==> config.mk <==
export PLATFORM = sky130hd
export DESIGN_NAME = link_rx_buffer
export DESIGN_NICKNAME = d
export VERILOG_FILES = /design/src/rtl/link_rx_buffer_pkg.sv /design/src/rtl/link_rx_buffer_fifo_mem.sv /design/src/rtl/link_rx_buffer.sv
export SDC_FILE = /design/constraint.sdc
export NUM_CORES = 1
export LEC_CHECK = 0
export CAP_MARGIN = 25
export CORE_MARGIN = 2
export CORE_UTILIZATION = 25
export DETAILED_ROUTE_END_ITERATION = 7
export SETUP_SLACK_MARGIN = 0.2
export SLEW_MARGIN = 20
export SYNTH_ARGS = -nofsm -noshare
export SYNTH_HDL_FRONTEND = slang
export SYNTH_SLANG_ARGS = --single-unit
==> constraint.sdc <==
create_clock -name clk -period 4.2 [get_ports clk]
set_input_delay 0.84 -clock clk [delete_from_list [all_inputs] [get_ports clk]]
set_output_delay 0.84 -clock clk [all_outputs]
set_load 0.03 [all_outputs]
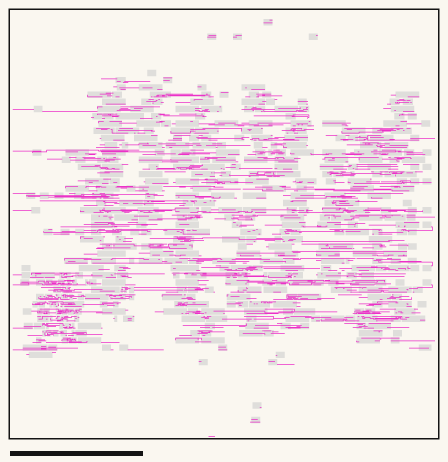
**Above:** metal 1.
Bar = 50 µm. Cells faint in the background.
nets with wire on the layer: 443
longest straight run: 55.7 µm
main direction: horizontal
wire length on this layer: 5870 µm
wirelength, routed: 13.9 mm
vias: 3604

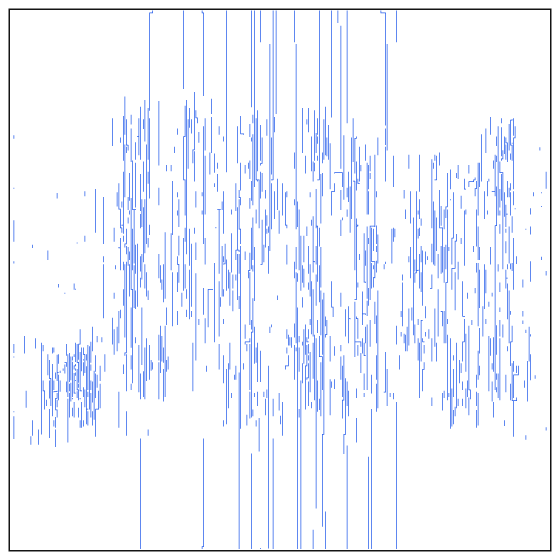
**Above:** the metal 2 layer.
longest straight run: 71.9 µm
share of all routed wire: 52%
wire length on this layer: 7220 µm
GR Layer Usage met2: 0.190

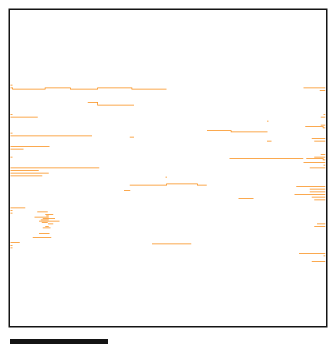
**Above:** the metal 3 layer.
Bar = 50 µm.
nets with wire on the layer: 58
longest straight run: 44.9 µm
main direction: horizontal
wire length on this layer: 666 µm
share of all routed wire: 4.8%
grt met3 use: 0.0370

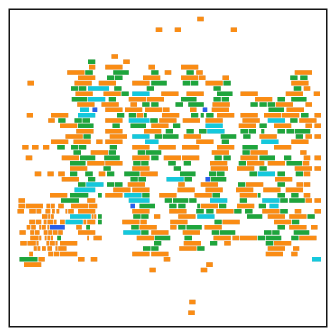
**Above:** sizing map.
| colour | size | cells | share | most used |
|---|---|---|---|---|
| blue | _3 and _4 cells | 5 | 1.1% | clkinvlp_4 |
| cyan | _6 and larger | 26 | 5.5% | clkbuf_16 |
| green | _2 cells | 173 | 37% | mux2_2 |
| orange | _0 and _1 cells | 265 | 57% | dfrtp_1 |
Syn-to-layout area delta: 27.9%
Worst Slack Setup Final: 0.721 ns
number of non-clock buffers: 75
Finished Cell Area: 7890 µm²

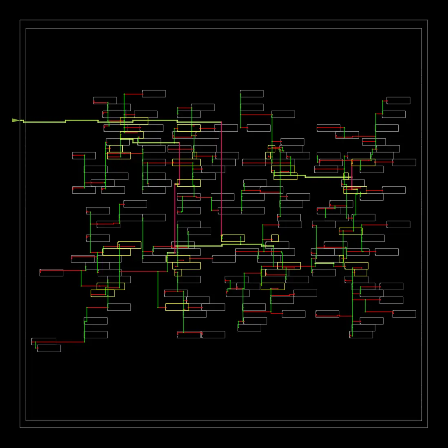
**Above:** clock wiring as the flow saved it.
clock buffer count: 19
TritonCTS Buffers: 17
P_clk: 1.63 mW
clk sinks: 138
Seq Cell Count: 138

==> out/metrics.csv <==
stage,metric,value,unit
sta,fmax,287,MHz
pwr,Lkg Pwr,3.19,nW
pwr,Sequential Power Share,0.332,
cts,Bufs on Longest Clock Path,2,
setup_path,"critical path fanouts, max",18,
sta,Rel. slew slack,0.341,
layout,final core utilization,0.325,
outcome,status,"complete, no violations",
routing,antenna-violating nets left,0,
layout,storage element area,3460,µm²
layout,layout cells sized above 1,0.435,
layout,dominant logic cell type in the layout,dfrtp_1,
yosys,Synthesis Warnings,0,
yosys,"Cell Area, Synth",6160,µm²
min_path,hold crit path type,flip-flop to flip-flop,
setup_path,element type at the critical path end,output pin,
setup_path,CP required,3.36,ns
layout,Top cells excl fill/tap,"135 x dfrtp_1, 128 x mux2_2, 72 x clkdlybuf4s50_1, 32 x mux4_2, 17 x clkbuf_16",
sta,unrepaired setup endpoints after global routing,no,
pwr,Comb pwr share,0.452,
grt,global router's overall resource usage,0.113,
yosys,yosys cell count,385,
yosys,Post-synth regs,138,
cts,clock root buffer,clkbuf_16,
layout,Multi-input gate area,2590,µm²
sta,Clock Skew,0.00818,ns
cts,CTS tree,built,
pwr,Clock power frac,0.216,
run,Max Cap Violations,0,
setup_path,crit-path max cell delay,0.75,ns
cts,clk_lat worst skew,0.42,ns
min_path,Hold Path Stages,1,
yosys,Synth Instances,385,
layout,Antenna Cells,0,
yosys,Floorplan Nets,428,
place,GP Congestion,0.738,
layout,Nets,499,
sta,Worst-Margin Slew,0.985,ns
routing,starting DRC count in detailed routing,158,
sta,Final setup viols,0,
yosys,count of library flops with an enable pin,0,
yosys,Mean Syn Cell Area,16.0,µm²
floorplanning,FP Rows,57,
yosys,"Top FF cell, synth",dfrtp_1,
setup_path,family with the most delay on the worst path,buffers and inverters,
pwr,switching power,2.63,mW
grt,first-pass GRT wire length,22.3,mm
pwr,VDD IR max,0.000384,V
==> power groups by stage <==
stage	Sequential, mW	Clock [mW]	Combinational [mW]
3_5_place_dp	2.53	0	3.47
4_1_cts	2.51	1.67	3.49
2_1_floorplan	2.31	0	2.43
3_3_place_gp	2.46	0	3.41
5_1_grt	2.60	1.74	3.63
6_report	2.51	1.63	3.41
==> through the flow <==
stage | std cells | power (mW) | setup WS (ns)
2_1_floorplan | 385 | 4.74 | 1.77
3_3_place_gp | 761 | 5.87 | 0.924
3_5_place_dp | 761 | 6.00 | 0.860
4_1_cts | 793 | 7.67 | 0.613
5_1_grt | 793 | 7.97 | 0.537
6_report | 793 | 7.55 | 0.721
==> layout make-up <==
class / count / share of cell area
Clock inverter: 13 / 0.0251
Sequential cell: 138 / 0.438
Inverter: 7 / 0.00333
Tap cell: 324 / 0.0514
Clock buffer: 19 / 0.0574
Timing Repair Buffer: 75 / 0.0966
Multi-Input combinational cell: 217 / 0.328
==> cells in the mapped netlist (2+ instances only) <==
library cell,count,area (µm²)
nor3_1,2,10.0
nor2_1,3,11.3
buf_2,17,85.1
o22ai_1,2,12.5
nand3b_1,3,22.5
mux2_2,128,1440
inv_1,7,26.3
o21ai_0,4,20.0
clkbuf_1,6,22.5
o21a_1,2,15.0
a211oi_1,2,15.0
ha_1,7,87.6
xnor2_1,3,26.3
mux4_2,32,721
dfrtp_1,137,3430
nand2_1,7,26.3
a21oi_1,3,15.0
nand2b_1,2,12.5
==> metal layers <==
metal	part of all wire	vias up	track usage
met4	0.0071	0	0.0341
met1	0.42	1927	0.139
met5	0	-	0
met3	0.048	10	0.0370
met2	0.52	88	0.190
li1	-	1579	-
==> cells by family (layout without fill, tap and decap cells) <==
group	Yosys count	count (layout)	share of synthesized area
AND-OR/OR-AND	22	22	0.0268
flip-flops	138	138	0.560
adder cells (fa/ha/maj)	7	7	0.0142
buffers and inverters	30	114	0.0217
multiplexers	160	160	0.351
AND/OR/NAND/NOR	24	24	0.0205
XOR/XNOR	4	4	0.00568
Power is estimated from default activity; no workload was simulated.
